### src/rtl/hazard_ctrl_unit.sv
// Pipeline hazard controller: load-use / control stalls held for a
// configurable number of cycles, memory freeze, EX flush, stall counter.
module hazard_ctrl_unit #(
    parameter int REG_IDX_W         = 5,
    parameter int LOAD_STALL_CYCLES = 1,
    parameter int CTRL_STALL_CYCLES = 1,
    parameter int CNT_W             = 16
) (
    input  logic                 clk,
    input  logic                 rst,
    input  logic [REG_IDX_W-1:0] id_reg1_idx,
    input  logic [REG_IDX_W-1:0] id_reg2_idx,
    input  logic                 id_uses_rs1,
    input  logic                 id_uses_rs2,
    input  logic                 id_is_ctrl,
    input  logic [REG_IDX_W-1:0] ex_reg_wr_idx,
    input  logic                 ex_do_mem_read_en,
    input  logic                 ex_flush,
    input  logic                 mem_busy,
    output logic                 hazard_fe_enable,
    output logic                 hazard_if_id_clear,
    output logic                 hazard_id_ex_clear,
    output logic                 hazard_busy,
    output logic [CNT_W-1:0]     stall_cycles
);

    localparam int MAX_STALL = (LOAD_STALL_CYCLES > CTRL_STALL_CYCLES) ?
                               LOAD_STALL_CYCLES : CTRL_STALL_CYCLES;
    localparam int WAIT_W = $clog2(MAX_STALL + 1);

    localparam logic [WAIT_W-1:0] WAIT_ONE  = WAIT_W'(1);
    localparam logic [WAIT_W-1:0] LOAD_INIT = WAIT_W'(LOAD_STALL_CYCLES - 1);
    localparam logic [WAIT_W-1:0] CTRL_INIT = WAIT_W'(CTRL_STALL_CYCLES - 1);
    localparam logic [CNT_W-1:0]  CNT_MAX   = '1;

    typedef enum logic [1:0] {
        RUN        = 2'd0,
        LOAD_STALL = 2'd1,
        CTRL_WAIT  = 2'd2
    } state_e;

    state_e              state_q, state_d;
    logic [WAIT_W-1:0]   wait_q, wait_d;
    logic [CNT_W-1:0]    stall_q, stall_d;
    logic                load_use;
    logic                rs1_hit, rs2_hit;

    assign rs1_hit  = id_uses_rs1 && (id_reg1_idx == ex_reg_wr_idx);
    assign rs2_hit  = id_uses_rs2 && (id_reg2_idx == ex_reg_wr_idx);
    assign load_use = ex_do_mem_read_en && (ex_reg_wr_idx != '0) &&
                      (rs1_hit || rs2_hit);

    // Next state and stall/bubble outputs; flush beats freeze beats FSM
    always_comb begin
        state_d            = state_q;
        wait_d             = wait_q;
        hazard_fe_enable   = 1'b1;
        hazard_if_id_clear = 1'b0;
        hazard_id_ex_clear = 1'b0;
        if (!rst) begin
            if (ex_flush) begin
                hazard_if_id_clear = 1'b1;
                hazard_id_ex_clear = 1'b1;
                state_d            = RUN;
                wait_d             = '0;
            end else if (mem_busy) begin
                hazard_fe_enable = 1'b0;
            end else begin
                unique case (state_q)
                    RUN: begin
                        if (load_use) begin
                            hazard_fe_enable   = 1'b0;
                            hazard_id_ex_clear = 1'b1;
                            if (LOAD_STALL_CYCLES > 1) begin
                                state_d = LOAD_STALL;
                                wait_d  = LOAD_INIT;
                            end
                        end else if (id_is_ctrl) begin
                            hazard_fe_enable   = 1'b0;
                            hazard_if_id_clear = 1'b1;
                            if (CTRL_STALL_CYCLES > 1) begin
                                state_d = CTRL_WAIT;
                                wait_d  = CTRL_INIT;
                            end
                        end
                    end
                    LOAD_STALL: begin
                        hazard_fe_enable   = 1'b0;
                        hazard_id_ex_clear = 1'b1;
                        wait_d             = wait_q - WAIT_ONE;
                        if (wait_q == WAIT_ONE) begin
                            state_d = RUN;
                        end
                    end
                    CTRL_WAIT: begin
                        hazard_fe_enable   = 1'b0;
                        hazard_if_id_clear = 1'b1;
                        wait_d             = wait_q - WAIT_ONE;
                        if (wait_q == WAIT_ONE) begin
                            state_d = RUN;
                        end
                    end
                    default: begin
                        state_d = RUN;
                        wait_d  = '0;
                    end
                endcase
            end
        end
    end

    // Saturating count of frozen-fetch cycles
    always_comb begin
        stall_d = stall_q;
        if (!hazard_fe_enable && (stall_q != CNT_MAX)) begin
            stall_d = stall_q + CNT_W'(1);
        end
    end

    // State, wait counter and perf counter registers
    always_ff @(posedge clk or posedge rst) begin
        if (rst) begin
            state_q <= RUN;
            wait_q  <= '0;
            stall_q <= '0;
        end else begin
            state_q <= state_d;
            wait_q  <= wait_d;
            stall_q <= stall_d;
        end
    end

    assign hazard_busy  = !rst && (state_q != RUN);
    assign stall_cycles = stall_q;

endmodule

### config.mk
export PLATFORM = sky130hd
export DESIGN_NAME = hazard_ctrl_unit
export DESIGN_NICKNAME = d
export VERILOG_FILES = /design/src/rtl/hazard_ctrl_unit.sv
export SDC_FILE = /design/constraint.sdc
export NUM_CORES = 1
export LEC_CHECK = 0
export CORE_MARGIN = 10
export CORE_UTILIZATION = 40
export DETAILED_ROUTE_END_ITERATION = 8
export PLACE_DENSITY = 0.74
export SLEW_MARGIN = 25
export SYNTH_ARGS = -nofsm -noshare
export SYNTH_HDL_FRONTEND = slang
export SYNTH_SLANG_ARGS = --single-unit
### constraint.sdc
create_clock -name clk -period 3.76 [get_ports clk]
set_input_delay 0.752 -clock clk [delete_from_list [all_inputs] [get_ports clk]]
set_output_delay 0.752 -clock clk [all_outputs]
set_load 0.01 [all_outputs]
==> flow_metrics.py, run 1 <==
# Generated from Yosys and OpenROAD reports
metrics = {
    "run_status": {
        "status": "finished, final reports clean",
    },
    "floorplanning": {
        "fp_util": 0.415,
        "pin_count": 43,
        "tapCellCount": 30,
        "die_w_um": 70.2,
        "core_area_um2": 2430,
        "die_area_um2": 4930,
        "die.size.y_um": 70.2,
    },
    "place": {
        "place_hpwl_mm": 2.26,
        "gp_congestion": 0.832,
        "port_buffers": 41,
        "dp_cells": 179,
    },
    "clocking": {
        "hold_buffers": 0,
        "root_buffer": "clkbuf_4",
        "cts_max_level": 1,
        "cts_setup_buffers": 0,
        "clk_pin_slew_worst_paths_ps": 100,
        "cts_buffers": 3,
        "cts_tree": "done",
        "clock-sinks": 16,
        "cts.path.max_buffers": 2,
        "ctsResizeCount": 0,
    },
    "pwr": {
        "fin_total_pwr_mw": 0.552,
        "peakVddDrop_mv": 0.470,
        "power_density_nw_per_um2": 372,
        "leakage_nw": 0.604,
    },
    "route": {
        "drc_errors": 0,
        "via_count": 930,
        "vias_per_cell": 5.08,
        "dr.pass1.iters": 4,
        "drt-initial-drc-count": 44,
        "routedWlPerCell_um": 15.4,
        "detail-route-antenna-nets": 0,
        "wl_mm": 2.82,
    },
    "setup_path": {
        "endpoint_kind": "output port",
        "crit_slowest_cell": "clkdlybuf4s50_1",
        "cp.arrival_ps": 2850,
        "reg2regPathDepth": 7,
        "crit_buf_inv": 3,
        "critPathTopFamily": "buffers and inverters",
        "max_stage_delay_ps": 540,
        "cp.required_ps": 3010,
        "critical_path_peak_fanout": 4,
        "crit_type": "in -> out",
        "crit_cells": 7,
        "startpoint_type": "input pin",
        "cpMostUsedCell": "clkdlybuf4s50_1",
        "cp_cell_sequence": "clkdlybuf4s50_1 > or4_1 > o21ai_1 > inv_1 > a211o_1 > nand2_1 > clkdlybuf4s50_1",
    },
    "finish": {
        "logic_area_um2": 567,
        "n_sequential_cell": 16,
        "largest_reg_flops": 16,
        "lay_top_count": "clkdlybuf4s50_1",
        "seq_share": 0.270,
        "dominant_cells": "logic gates",
        "clk_share": 0.0245,
        "buf_share": 0.282,
        "logic_gate_count": 85,
        "num_antenna_cells": 0,
        "regArea_um2": 400,
        "drive_gt1_frac": 0.0588,
        "nClkBuffers": 4,
        "final_cell_mix": "41 x clkdlybuf4s50_1, 16 x xnor2_1, 16 x dfrtp_1",
        "fin_nets": 178,
        "final_cells": 183,
        "comb_share": 0.383,
        "n_all_inverters": 6,
        "syn2layout_area_growth_pct": 46.9,
    },
    "final_timing": {
        "hold_viol_final": 0,
        "finalSetupViolCount": 0,
        "worst_hold_slack_ps": 515,
        "rsz0062_at_grt": "false",
        "finalCritPeriodShare": 0.959,
        "relSlewSlack": 0.497,
        "drv_slew": 0,
        "min_period_ps": 3600,
        "clock.fmax_mhz": 277,
        "worstMarginPinSlew_ps": 747,
        "fin_tns_setup_ps": 0,
    },
    "grt": {
        "grt_pass1_wl_mm": 4.78,
        "grt_overflow": 0,
        "grt_pass1_vias": 994,
        "grt_max_degree": 17,
        "grt_use_total": 0.116,
        "antenna_found_initial": 0,
    },
    "synthesis": {
        "synth.distinct_cells": 30,
        "netlist_area_um2": 1010,
        "ff_type": "dfrtp_1",
        "syn_inst": 109,
        "async_reset_ff_frac": 1.00,
        "fp_nets": 133,
        "synth.avg_cell_area_um2": 9.25,
        "ys_seq_frac": 0.397,
        "synth-seq-cells": 16,
        "edf_count": 0,
        "yosys_cells": 109,
        "ys_warn_count": 0,
        "synth-area-yosys_um2": 1010,
    },
    "flow_run": {
        "cap_violations": 0,
        "warnings": 26,
    },
    "hold_path": {
        "hp-class": "reg -> reg",
        "hold_path_depth": 1,
    },
}
-- run 1: worst paths after layout --
| path | from | to | slack [ps] |
|---|---|---|---|
| setup reg to reg | stall_cycles[0] | stall_cycles[11] | 1490 |
| setup / recovery | ex_reg_wr_idx[0] | hazard_fe_enable | 160 |
| max in group asynchronous | rst | stall_cycles[8] | 2410 |
| hold / removal | stall_cycles[15] | stall_cycles[15] | 520 |
| min in group asynchronous | rst | stall_cycles[12] | 960 |
| hold reg to reg | stall_cycles[15] | stall_cycles[15] | 520 |
-- run 1: power breakdown --
group          leakage [nW]  switching, mW  internal (mW)
Combinational         0.374         0.0731          0.119
Sequential            0.209         0.0420          0.203
Clock                0.0210         0.0555         0.0590
Total                 0.604          0.171          0.381
-- run 1: routing by layer --
metal,wire length (µm),vias up,GRT usage
met5,0,-,0
met1,1170,439,0.120
met2,1480,25,0.217
met3,148,4,0.0424
li1,-,462,-
met4,16,0,0.0241
-- run 1: logic make-up (layout without fill, tap and decap cells) --
group | count (synthesis) | count (layout) | synth area share
flops | 16 | 16 | 0.397
xor+xnor | 25 | 25 | 0.217
buf+inv | 8 | 52 | 0.0409
simple gates | 48 | 48 | 0.254
other cells | 1 | 1 | 0.00372
compound gates | 9 | 9 | 0.0596
mux | 1 | 1 | 0.0149
fa+ha+maj | 1 | 1 | 0.0124
-- run 1: through the flow --
stage	setup WS (ps)	area (µm²)
after floorplan	1080	1010
after global placement	180	1450
after detailed placement	128	1450
after CTS	128	1480
after global routing	13.8	1480
final	156	1480
-- run 1: cell usage after synthesis, drive strengths merged, types with 3 or more instances --
cell	count	area [µm²]
nor3b	3	22.5
dfrtp	16	400
inv	6	22.5
nor4	3	18.8
nand3	6	30.0
nor2	8	30.0
nand4	7	43.8
xnor2	16	140
nand2	13	48.8
xor2	9	78.8
**Run 1: clock distribution**

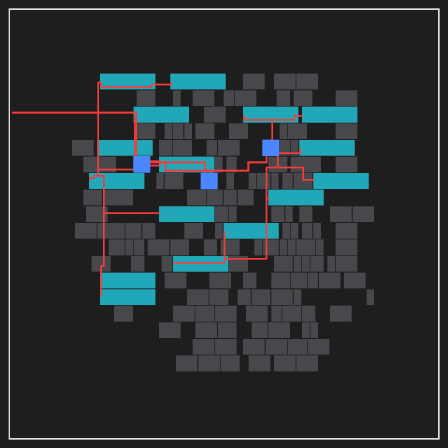
[red] clock wires | length: 218 µm
[cyan] flip-flops | count: 16
[blue] clock drivers | count: 3
routed clock nets: 4
clock skew: 2.83 ps
Clock power frac: 0.207
clk latency late pin: 290 ps

**Run 1: cells by drive strength**

Scale bar: 20 µm.
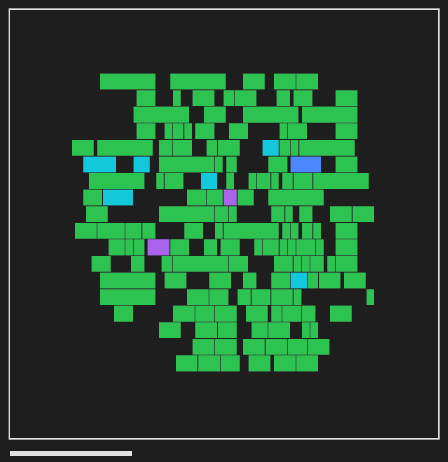
| color | size | cells | share |
|---|---|---|---|
| cyan | _3 and _4 cells | 6 | 3.9% |
| green | _0 and _1 cells | 144 | 94% |
| blue | _6 and larger | 1 | 0.65% |
| purple | _2 cells | 2 | 1.3% |
worst setup margin: 156 ps
design area: 1480 µm²
bufs w/o clock: 42

**Run 1: placement view**

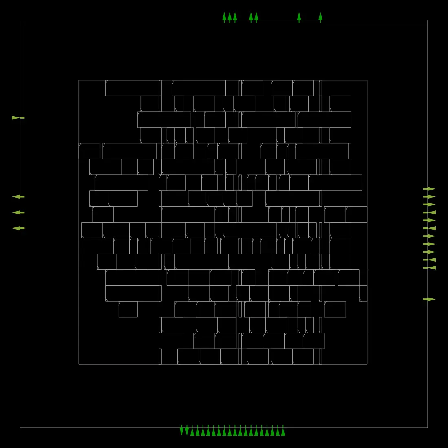
Filler Cells Inserted: 220
FP Rows: 18
Core Util, Final: 0.609

--- run 2 (diff from run 1) ---
--- a/config.mk
+++ b/config.mk
@@ -6,9 +6,10 @@
 export NUM_CORES = 1
 export LEC_CHECK = 0
 export CORE_MARGIN = 10
-export CORE_UTILIZATION = 40
+export CORE_UTILIZATION = 25
 export DETAILED_ROUTE_END_ITERATION = 8
-export PLACE_DENSITY = 0.74
+export PLACE_DENSITY = 0.5
+export SKIP_LAST_GASP = 1
 export SLEW_MARGIN = 25
 export SYNTH_ARGS = -nofsm -noshare
 export SYNTH_HDL_FRONTEND = slang
==> run 2 against run 1 <==
Compared with the run above:
- routed wire length increased by 5.8%
- sequential share of layout area decreased by 0.90 points
- combinational power about the same
- clock-buffer cell count unchanged
- critical path depth unchanged
- synthesized cell count unchanged
- clock skew decreased by 1.6 ps
- via count decreased by 1.5%
- largest cell class unchanged
- largest power group unchanged
==> flow_metrics.py, run 2 <==
# Generated from Yosys and OpenROAD reports
metrics = {
    "finish": {
        "drive_gt1_frac": 0.0649,
        "largest_reg_flops": 16,
        "syn2layout_area_growth_pct": 52.0,
        "fin_nets": 179,
        "final_cell_mix": "41 x clkdlybuf4s50_1, 16 x xnor2_1, 16 x dfrtp_1",
        "fin_util": 0.389,
        "num_antenna_cells": 0,
        "lay_top_count": "clkdlybuf4s50_1",
    },
    "final_timing": {
        "relSlewSlack": 0.521,
        "worstMarginPinSlew_ps": 712,
        "finalCritPeriodShare": 0.959,
        "drv_slew": 0,
        "min_period_ps": 3610,
        "fin_skew_ps": 1.21,
        "rsz0062_at_grt": "false",
        "clock.fmax_mhz": 277,
        "hold_viol_final": 0,
        "finalSetupViolCount": 0,
        "worst_hold_slack_ps": 505,
        "setup_ws_ps": 155,
    },
    "setup_path": {
        "r2r-start": "stall_cycles[0]",
        "endpoint_kind": "output port",
        "startpoint_type": "input pin",
        "r2r-end": "stall_cycles[15]",
        "max_stage_delay_ps": 540,
        "crit_slowest_cell": "clkdlybuf4s50_1",
        "crit_type": "in -> out",
        "cpMostUsedCell": "clkdlybuf4s50_1",
        "rrSetupSlack_ps": 1430,
        "cp_cell_sequence": "clkdlybuf4s50_1 > or4_1 > o21ai_1 > inv_1 > a211o_1 > nand2_1 > clkdlybuf4s50_1",
        "cp.required_ps": 3010,
    },
    "floorplanning": {
        "num_rows": 23,
        "die_area_um2": 6970,
        "core_area_um2": 3940,
        "die.size.y_um": 83.5,
        "die_w_um": 83.5,
        "fp_util": 0.256,
        "pin_count": 43,
    },
    "flow_run": {
        "warnings": 26,
        "cap_violations": 0,
    },
    "synthesis": {
        "ys_seq_frac": 0.397,
        "ys_warn_count": 0,
        "ff_type": "dfrtp_1",
        "xor_share": 0.217,
        "logic_family": "simple AND/OR/NAND/NOR gates",
        "adder_share": 0.0124,
        "synth-area-yosys_um2": 1010,
        "fp_nets": 133,
        "netlist_area_um2": 1010,
        "yosys_cells": 109,
        "yosys-top-cells-count": "16 x dfrtp_1, 16 x xnor2_1, 13 x nand2_1",
        "aoi_share": 0.0596,
        "ys_sh_simple": 0.254,
        "top_cells_by_area": "dfrtp_1 40%, xnor2_1 14%, xor2_1 7.8%, nand2_1 4.8%, nand4_1 4.3%",
        "synth.distinct_cells": 30,
        "yosysTopAreaCell": "dfrtp_1",
        "edf_count": 0,
        "async_reset_ff_frac": 1.00,
        "synth.avg_cell_area_um2": 9.25,
        "top_area_frac": 0.397,
    },
    "place": {
        "place_hpwl_mm": 2.44,
        "port_buffers": 41,
        "place_ws_ps": 147,
        "gp_congestion": 0.744,
    },
    "hold_path": {
        "hp-class": "reg -> reg",
        "hold_path_depth": 1,
        "hold_end": "stall_cycles[15]",
        "hp-start": "stall_cycles[15]",
    },
    "clocking": {
        "root_buffer": "clkbuf_8",
        "cts_setup_buffers": 0,
        "ctsResizeCount": 0,
        "clock-sinks": 16,
        "cts_tree": "done",
        "hold_buffers": 0,
        "clock_latency_ps": 250,
        "cts_max_level": 1,
        "cts_buffers": 3,
        "cts.path.max_buffers": 2,
        "clk_pin_slew_worst_paths_ps": 60,
    },
    "grt": {
        "grt_max_degree": 17,
        "antenna_found_initial": 0,
        "grt_use_total": 0.0873,
        "grt_pass1_wl_mm": 5.11,
        "grt_pass1_vias": 1007,
    },
    "run_status": {
        "status": "finished, final reports clean",
    },
    "route": {
        "drt-initial-drc-count": 46,
        "dr.pass1.iters": 4,
        "routedWlPerCell_um": 14.6,
        "via_count": 916,
        "drc_errors": 0,
    },
    "pwr": {
        "leakage_nw": 0.617,
        "peakVddDrop_mv": 0.228,
    },
}
[run 2: power by group]
part / switching, mW / internal (mW)
sequential: 0.0430 / 0.204
combinational: 0.0744 / 0.119
clock: 0.0602 / 0.0929
[run 2: metal layers]
metal / part of all wire / GRT usage / vias up
li1: - / - / 465
met5: 0 / 0 / -
met4: 0.0067 / 0.0152 / 0
met3: 0.043 / 0.0273 / 4
met1: 0.42 / 0.0950 / 431
met2: 0.53 / 0.162 / 16
[run 2: stage by stage]
step	cell area (µm²)	power (mW)	std cells
after floorplan	1010	0.327	109
after global placement	1480	0.442	200
after detailed placement	1480	0.446	200
after CTS	1530	0.602	204
after global routing	1530	0.636	204
final	1530	0.593	204
[run 2: layout make-up]
type                       instances  area (µm²)
clock buffer                       4        55.1
fill                             372        2410
inverter                           6        22.5
multi-input combinational         85         567
sequential                        16         400
tap                               50        62.6
timing repair buffer              43         425
[run 2: worst max-delay path by stage]
stage / from / to / cells after the start
6_report: ex_reg_wr_idx[3] / hazard_fe_enable / 7
5_1_grt: ex_reg_wr_idx[3] / hazard_fe_enable / 7
4_1_cts: ex_reg_wr_idx[3] / hazard_fe_enable / 7
3_5_place_dp: ex_reg_wr_idx[3] / hazard_fe_enable / 7
3_3_place_gp: ex_reg_wr_idx[3] / hazard_fe_enable / 7
2_1_floorplan: ex_reg_wr_idx[0] / hazard_fe_enable / 6
[run 2: cell families after synthesis]
family,Yosys count
multiplexers,1
flip-flops,16
other,1
AND-OR/OR-AND,9
buffers and inverters,8
AND/OR/NAND/NOR,48
XOR/XNOR,25
adder cells (fa/ha/maj),1
[run 2: worst max-delay path, delay by kind of cell]
| kind | cells | cell delay, ps |
|---|---|---|
| compound gates | 2 | 400 |
| simple gates | 2 | 590 |
| buf+inv | 3 | 1110 |
**Run 2: cells by drive strength**

Scale bar: 20 µm.
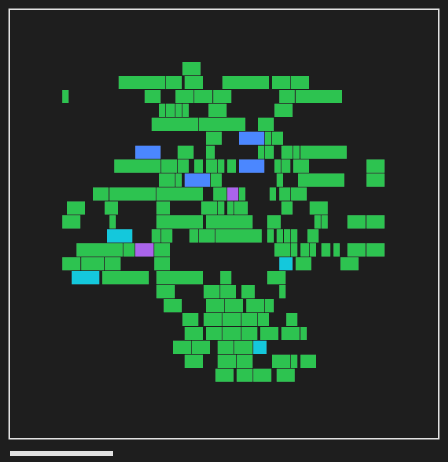
| color | size | cells | share |
|---|---|---|---|
| green | _0 and _1 cells | 144 | 94% |
| purple | _2 cells | 2 | 1.3% |
| cyan | _3 and _4 cells | 4 | 2.6% |
| blue | _6 and larger | 4 | 2.6% |
bufs w/o clock: 43
design area: 1530 µm²

Power is estimated from default activity; no workload was simulated.
